Fig. 1: run 1, clock routing
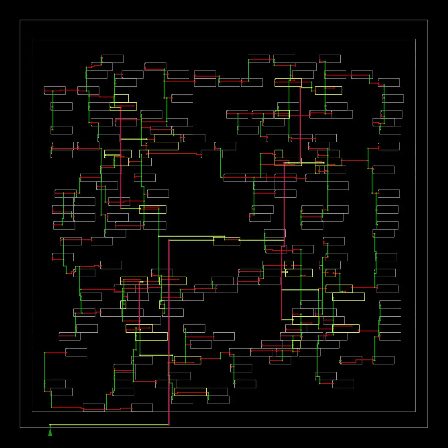
Fig. 2: run 1, register map, names as in the netlist
Bar = 50 um. Other sequential cells in the stronger gray, the rest of the logic in the fainter gray.
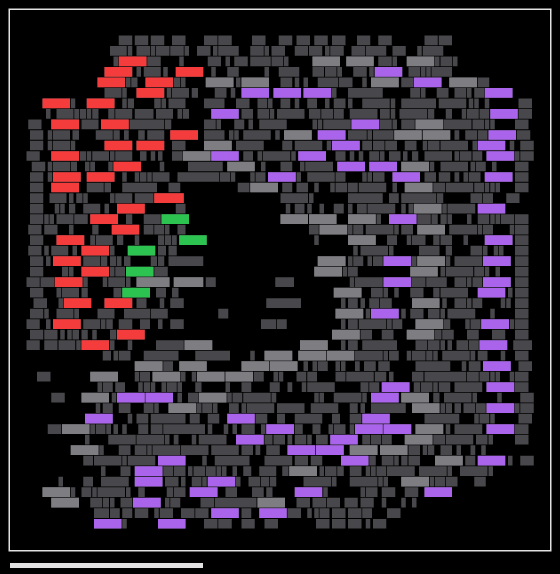
Fig. 3: run 1, clock wires, drivers and flops
Bar = 50 um.
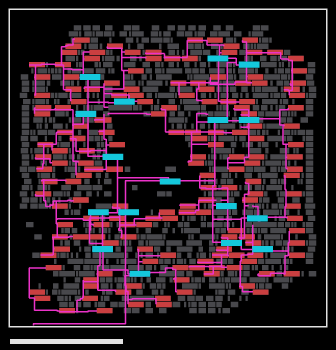
Fig. 4: run 1, wiring by layer
Bar = 50 um. Two of the layers only.
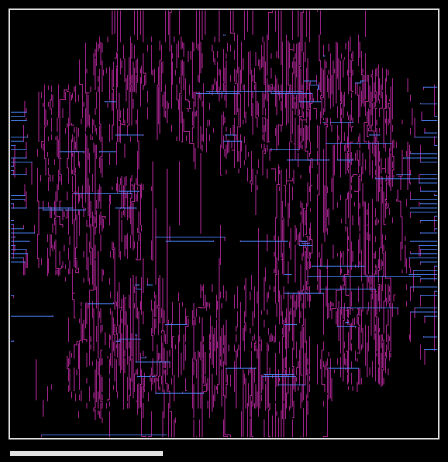
<file path="config.mk">
export PLATFORM = sky130hd
export DESIGN_NAME = mul_seq_flat
export DESIGN_NICKNAME = d
export VERILOG_FILES = /design/src/rtl/mul_pkg.sv /design/src/rtl/mul_seq_if.sv /design/src/rtl/add_co.sv /design/src/rtl/mul_seq.sv /design/src/flat_wrapper.sv
export SDC_FILE = /design/constraint.sdc
export NUM_CORES = 1
export LEC_CHECK = 0
export CORE_MARGIN = 4
export CORE_UTILIZATION = 51
export CTS_CLUSTER_SIZE = 24
export DETAILED_ROUTE_END_ITERATION = 12
export PLACE_DENSITY = 0.81
export SLEW_MARGIN = 20
export SYNTH_ARGS = -nofsm -noshare
export SYNTH_HDL_FRONTEND = slang
export SYNTH_SLANG_ARGS = --single-unit
export TNS_END_PERCENT = 20
</file>
<file path="constraint.sdc">
create_clock -name clk -period 46.9 [get_ports clk]
set_input_delay 11.725 -clock clk [delete_from_list [all_inputs] [get_ports clk]]
set_output_delay 11.725 -clock clk [all_outputs]
set_load 0.01 [all_outputs]
</file>
<file path="src/rtl/mul_pkg.sv">
// Shared types and constants for the sequential shift-and-add multiplier.
package mul_pkg;

    localparam int unsigned MUL_N     = 32;
    localparam int unsigned MUL_STEPS = 32;

    typedef enum logic [1:0] {
        IDLE,
        BUSY,
        DONE
    } state_e;

endpackage

</file>
<file path="src/rtl/mul_seq_if.sv">
// Operand/result valid-ready bus of mul_seq; master is the sequencer, slave the multiplier.
interface mul_seq_if #(
    parameter int unsigned N = mul_pkg::MUL_N
) ();

    logic           in_valid;
    logic           in_ready;
    logic [N-1:0]   a;
    logic [N-1:0]   b;
    logic           out_valid;
    logic           out_ready;
    logic [2*N-1:0] product;

    modport master (
        output in_valid, a, b, out_ready,
        input  in_ready, out_valid, product
    );

    modport slave (
        input  in_valid, a, b, out_ready,
        output in_ready, out_valid, product
    );

endinterface

</file>
<file path="src/rtl/add_co.sv">
// N-bit ripple-carry adder with carry-in and carry-out.
module add_co #(
    parameter int unsigned N = 32
) (
    input  logic [N-1:0] a,
    input  logic [N-1:0] b,
    input  logic         ci,
    output logic [N-1:0] s,
    output logic         co
);

    logic [N:0] c;

    always_comb begin
        c    = '0;
        s    = '0;
        c[0] = ci;
        for (int unsigned i = 0; i < N; i++) begin
            s[i]   = a[i] ^ b[i] ^ c[i];
            c[i+1] = (a[i] & b[i]) | (c[i] & (a[i] ^ b[i]));
        end
        co = c[N];
    end

endmodule

</file>
<file path="src/rtl/mul_seq.sv">
// Sequential 32x32 unsigned shift-and-add multiplier, one multiplier bit per cycle.
// Define MUL_SEQ_EARLY_EXIT_EN to finish as soon as the remaining multiplier bits are zero.
module mul_seq
    import mul_pkg::*;
(
    input logic       clk,
    input logic       rst,
    mul_seq_if.slave  bus
);

    localparam int unsigned N = MUL_N;

    state_e           state_q, state_d;
    logic [2*N-1:0]   mcand_q, mcand_d;
    logic [N-1:0]     mplier_q, mplier_d;
    logic [2*N-1:0]   acc_q, acc_d;
    logic [4:0]       count_q, count_d;

    logic [N-1:0]     sum_lo, sum_hi;
    logic             co_lo, co_hi;
    logic             exit_now;

    add_co #(.N(N)) u_add_lo (
        .a (acc_q[N-1:0]),
        .b (mcand_q[N-1:0]),
        .ci(1'b0),
        .s (sum_lo),
        .co(co_lo)
    );

    add_co #(.N(N)) u_add_hi (
        .a (acc_q[2*N-1:N]),
        .b (mcand_q[2*N-1:N]),
        .ci(co_lo),
        .s (sum_hi),
        .co(co_hi)
    );

`ifdef MUL_SEQ_EARLY_EXIT_EN
    assign exit_now = (mplier_q == '0);
`else
    assign exit_now = 1'b0;
`endif

    assign bus.in_ready  = (state_q == IDLE) && !rst;
    assign bus.out_valid = (state_q == DONE);
    assign bus.product   = acc_q;

    always_comb begin
        state_d  = state_q;
        mcand_d  = mcand_q;
        mplier_d = mplier_q;
        acc_d    = acc_q;
        count_d  = count_q;
        case (state_q)
            IDLE: begin
                if (bus.in_valid) begin
                    mcand_d  = {{N{1'b0}}, bus.a};
                    mplier_d = bus.b;
                    acc_d    = '0;
                    count_d  = '0;
                    state_d  = BUSY;
                end
            end
            BUSY: begin
                if (exit_now) begin
                    state_d = DONE;
                end else begin
                    if (mplier_q[0]) acc_d = {sum_hi, sum_lo};
                    mcand_d  = mcand_q << 1;
                    mplier_d = mplier_q >> 1;
                    count_d  = count_q + 5'd1;
                    if (count_q == 5'(MUL_STEPS - 1)) state_d = DONE;
                end
            end
            DONE: begin
                if (bus.out_ready) state_d = IDLE;
            end
            default: state_d = IDLE;
        endcase
    end

    always_ff @(posedge clk) begin
        if (rst) begin
            state_q  <= IDLE;
            mcand_q  <= '0;
            mplier_q <= '0;
            acc_q    <= '0;
            count_q  <= '0;
        end else begin
            state_q  <= state_d;
            mcand_q  <= mcand_d;
            mplier_q <= mplier_d;
            acc_q    <= acc_d;
            count_q  <= count_d;
        end
    end

    // acc < a*2^k and mcand = a*2^k, so the 2N-bit sum never carries out.
    always_ff @(posedge clk) begin
        if (!rst && state_q == BUSY && mplier_q[0]) assert (!co_hi);
    end

endmodule

</file>
<file path="src/flat_wrapper.sv">
// flat-port wrapper written by rule: the top's interface ports become plain ports
module mul_seq_flat import mul_pkg::*;
  (clk, rst, bus_in_valid, bus_a, bus_b, bus_out_ready, bus_in_ready, bus_out_valid, bus_product);
  mul_seq_if bus_i ();
  input logic clk;
  input logic rst;
  input wire logic [$bits(bus_i.in_valid)-1:0] bus_in_valid;
  input wire logic [$bits(bus_i.a)-1:0] bus_a;
  input wire logic [$bits(bus_i.b)-1:0] bus_b;
  input wire logic [$bits(bus_i.out_ready)-1:0] bus_out_ready;
  output wire logic [$bits(bus_i.in_ready)-1:0] bus_in_ready;
  output wire logic [$bits(bus_i.out_valid)-1:0] bus_out_valid;
  output wire logic [$bits(bus_i.product)-1:0] bus_product;
  assign bus_i.in_valid = bus_in_valid;
  assign bus_i.a = bus_a;
  assign bus_i.b = bus_b;
  assign bus_i.out_ready = bus_out_ready;
  assign bus_in_ready = bus_i.in_ready;
  assign bus_out_valid = bus_i.out_valid;
  assign bus_product = bus_i.product;
  mul_seq u_core (.clk(clk), .rst(rst), .bus(bus_i));
endmodule
</file>
==> reports/summary.txt, run 1 <==
Area leader share: 37.7%
Status: completed
Logic share of the area: 42.7%
Max_slew headroom: 44.2%
Sequential cell count: 167
Final-report max-slew violation count: 0
Mapped Cells: 951
Cell variety after synth: 44
Area growth, synth to finish: 21.0%
Flip-flops with a built-in enable: 0
Row cnt: 47
Dpl hpwl: 12600 um
Worst-path clk slew: 0.06 ns
Post-layout minimum cycle time: 27.75 ns
Peak fanout along the critical path: 3
Final GP Congestion: 0.762
Vias in the first global route: 6861
Crit path top cell by count: fa_1
Fmax: 36.0 MHz
Inverters: 128
Avg Cell Area, Syn: 9.31 um2
CTS tree: done
Global route overflow: 0
H-Tree Depth: 4
Final period utilization: 59.2%
Yosys aoi share: 21.6%
Mapped Area: 8860 um2
Largest net degree at the start of global routing: 108
XOR/XNOR Area Share: 0.0989%
Initial antenna violation count: 0
Notes on Fig. 1 above:
Setup Skew: 0.00813 ns
clkbuf count: 21

Notes on Fig. 2 above:
Purple marks u_core.bus.product, flops 64, where all over the die. Red marks u_core.mplier_q, flops 32. Green marks u_core.count_q, flops 5, where west.
register area: 3350 um2
P_seq: 0.151 mW
Core Util, Final: 63.7%
Seq area share: 31.2%

Notes on Fig. 3 above:
Red marks flip-flops, count 167. Magenta marks clock wires, length 1980 um. Cyan marks clock drivers, count 17.
Position of the flops: all over the die. There are 18 routed clock nets.
clock share of power: 44.1%
Clk power: 0.150 mW

Notes on Fig. 4 above:
Magenta marks metal 2, wire length 9850 um. Blue marks metal 3, wire length 917 um.
Routed WL: 19800 um
DR vias: 6975
DR WL/cell: 15.8 um

Fig. 5: run 1, cell classes on the final placement
Fill, decap, tap and diode cells in gray.
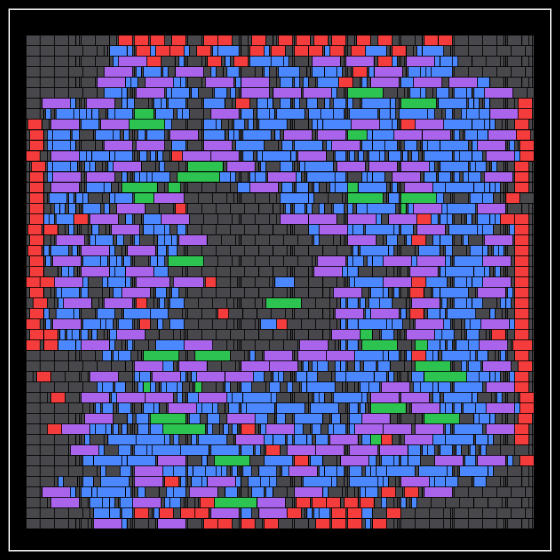

==> run 2, diff against run 1 <==
clock period = 26.4 ns   (was 46.9 ns; I/O delays follow)
Fig. 6: run 2, cell classes on the final placement
Fill, decap, tap and diode cells in gray.
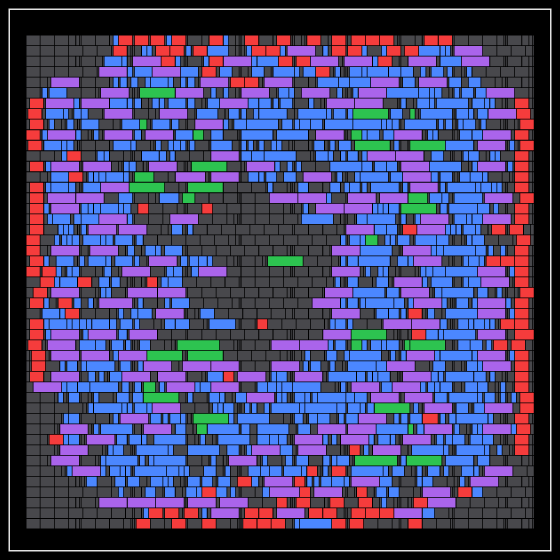
Green marks clock drivers and dummy loads, cells 32, share of their area 5.6%. Red marks remaining buffers and delay cells, cells 145, share of their area 14%. Blue marks combinational and other logic, cells 696, share of their area 49%. Purple marks sequential cells, cells 167, share of their area 32%.
core area: 16800 um2
Core Util, Final: 64.2%
design area: 10800 um2
row cnt: 47

Fig. 7: run 2, register map, names as in the netlist
Bar = 50 um. Other sequential cells in the stronger gray, the rest of the logic in the fainter gray.
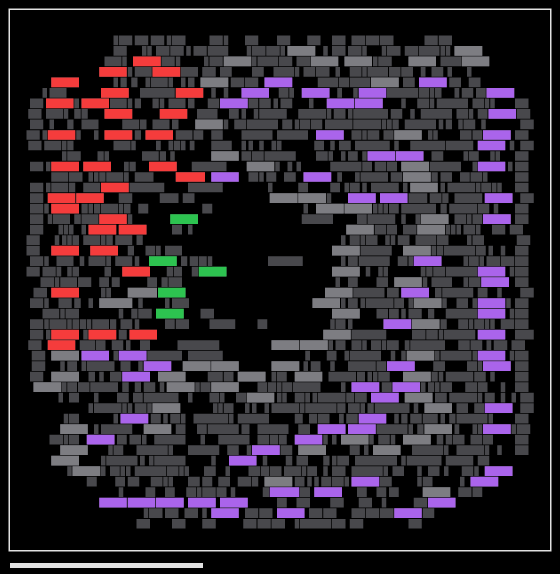
Red marks u_core.mplier_q, flops 32. Purple marks u_core.bus.product, flops 64, where all over the die. Green marks u_core.count_q, flops 5.
Another 66 sequential cells are not colored.
P_seq: 0.267 mW
Seq area share: 31.0%
register area: 3350 um2

Fig. 8: run 2, clock routing
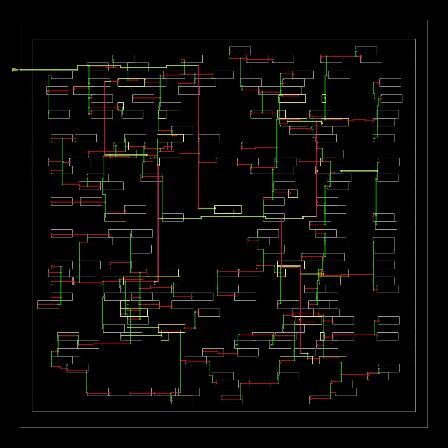
clk ins delay skew pair: 0.42 ns
Setup Skew: 0.00771 ns

==> reports/summary.txt, run 2 <==
Status: completed
Post-layout minimum cycle time: 25.60 ns (-2.16 ns)
Max_slew headroom: 30.7% (-14 points)
Routed WL: 19600 um (-1.0%)
FF-to-FF path depth: 69
Pwr top: registers
Vias in the first global route: 6880 (+0.28%)
Dpl hpwl: 12200 um (-3.0%)
Mapped Area: 8860 um2 (unchanged)
Final setup TNS: 0 ns
Cell variety after synth: 44 (unchanged)
Clock share of power: 42.0% (-2.1 points)
H-Tree Depth: 4 (unchanged)
Logic share of the area: 43.3% (+0.59 points)
Area growth, synth to finish: 21.9%
Global route overflow: 0 (unchanged)
Final GP Congestion: 0.765 (+0.29%)
Fmax: 39.1 MHz (+8.4%)
Sequential cell count: 167 (unchanged)
Reg2reg setup slack: 0.80 ns
Area leader share: 37.7% (unchanged)
Initial antenna violation count: 0 (unchanged)
Final-report max-slew violation count: 0 (unchanged)
Most instantiated logic cells after routing: 163 x dfxtp_1, 132 x clkdlybuf4s50_1, 128 x inv_1
NetSw: 0.150 mW
Peak fanout along the critical path: 2 (-1)
DR vias: 6970 (-0.072%)
Crit path top cell by count: fa_2
Flip-flops with a built-in enable: 0 (unchanged)
Mapped Cells: 951 (unchanged)
Clkbuf count: 22 (+4.8%)
Largest net degree at the start of global routing: 120 (+11%)
Worst-path clk slew: 0.07 ns (about the same)
Final period utilization: 97.0% (+38 points)
Avg Cell Area, Syn: 9.31 um2 (unchanged)
Clk power: 0.245 mW (+63%)
Final worst slack: 0.805 ns
Fig. 9: run 2, clock wires, drivers and flops
Bar = 50 um.
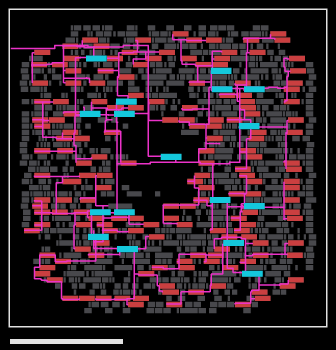

==> run 3, diff against run 2 <==
ABC_CLOCK_PERIOD_IN_PS = 26600   (was not set)
GPL_TIMING_DRIVEN = 0   (was not set)
clock period = 26.6 ns   (was 26.4 ns; I/O delays follow)
Fig. 10: run 3, clock wires, drivers and flops
Bar = 50 um.
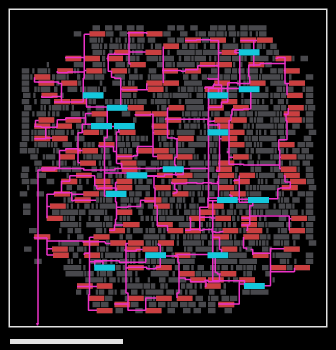
Red marks flip-flops, count 167. Magenta marks clock wires, length 2010 um. Cyan marks clock drivers, count 17.
Position of the flops: all over the die. There are 18 routed clock nets.
Clk power: 0.243 mW
Setup Skew: 0.00679 ns
clk ins delay skew pair: 0.43 ns
clock share of power: 41.3%

Fig. 11: run 3, register map, names as in the netlist
Bar = 50 um. Other sequential cells in the stronger gray, the rest of the logic in the fainter gray.
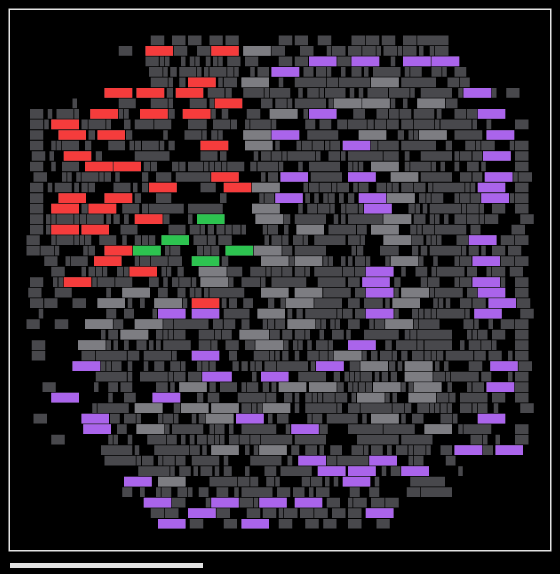
Red marks u_core.mplier_q, flops 32. Green marks u_core.count_q, flops 5. Purple marks u_core.bus.product, flops 64, where all over the die.
Core Util, Final: 66.2%
Seq area share: 30.0%
P_seq: 0.265 mW
register area: 3350 um2

Fig. 12: run 3, cell classes on the final placement
Fill, decap, tap and diode cells in gray.
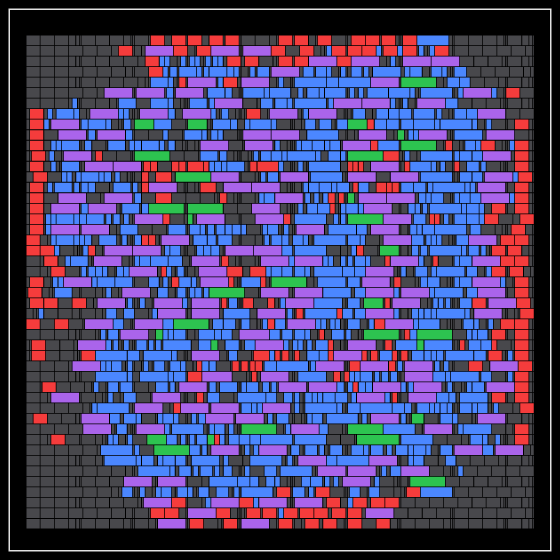
Green marks clock drivers and dummy loads, cells 32, share of their area 5.3%. Red marks remaining buffers and delay cells, cells 220, share of their area 16%. Purple marks sequential cells, cells 167, share of their area 31%. Blue marks combinational and other logic, cells 696, share of their area 47%.
design area: 11100 um2

==> reports/summary.txt, run 3 <==
Status: completed
NetSw: 0.153 mW (+1.9%)
Cell variety after synth: 44 (unchanged)
Fmax: 38.9 MHz (-0.41%)
Post-layout minimum cycle time: 25.70 ns (+0.105 ns)
Sequential cell count: 167 (unchanged)
DR vias: 7382 (+5.9%)
Peak fanout along the critical path: 3 (+1)
Area leader share: 37.7% (unchanged)
Final worst slack: 0.900 ns (+0.0950 ns)
Row cnt: 47 (unchanged)
Mapped Cells: 951 (unchanged)
Crit path top cell by count: fa_2
Global route overflow: 0 (unchanged)
Max_slew headroom: 59.1% (+28 points)
Logic share of the area: 41.9% (-1.4 points)
Flip-flops with a built-in enable: 0 (unchanged)
Core area: 16800 um2 (unchanged)
Dpl hpwl: 16000 um (+32%)
Vias in the first global route: 7236 (+5.2%)
Initial antenna violation count: 0 (unchanged)
Power figures rest on the tool's default switching activity, not on a simulated workload.
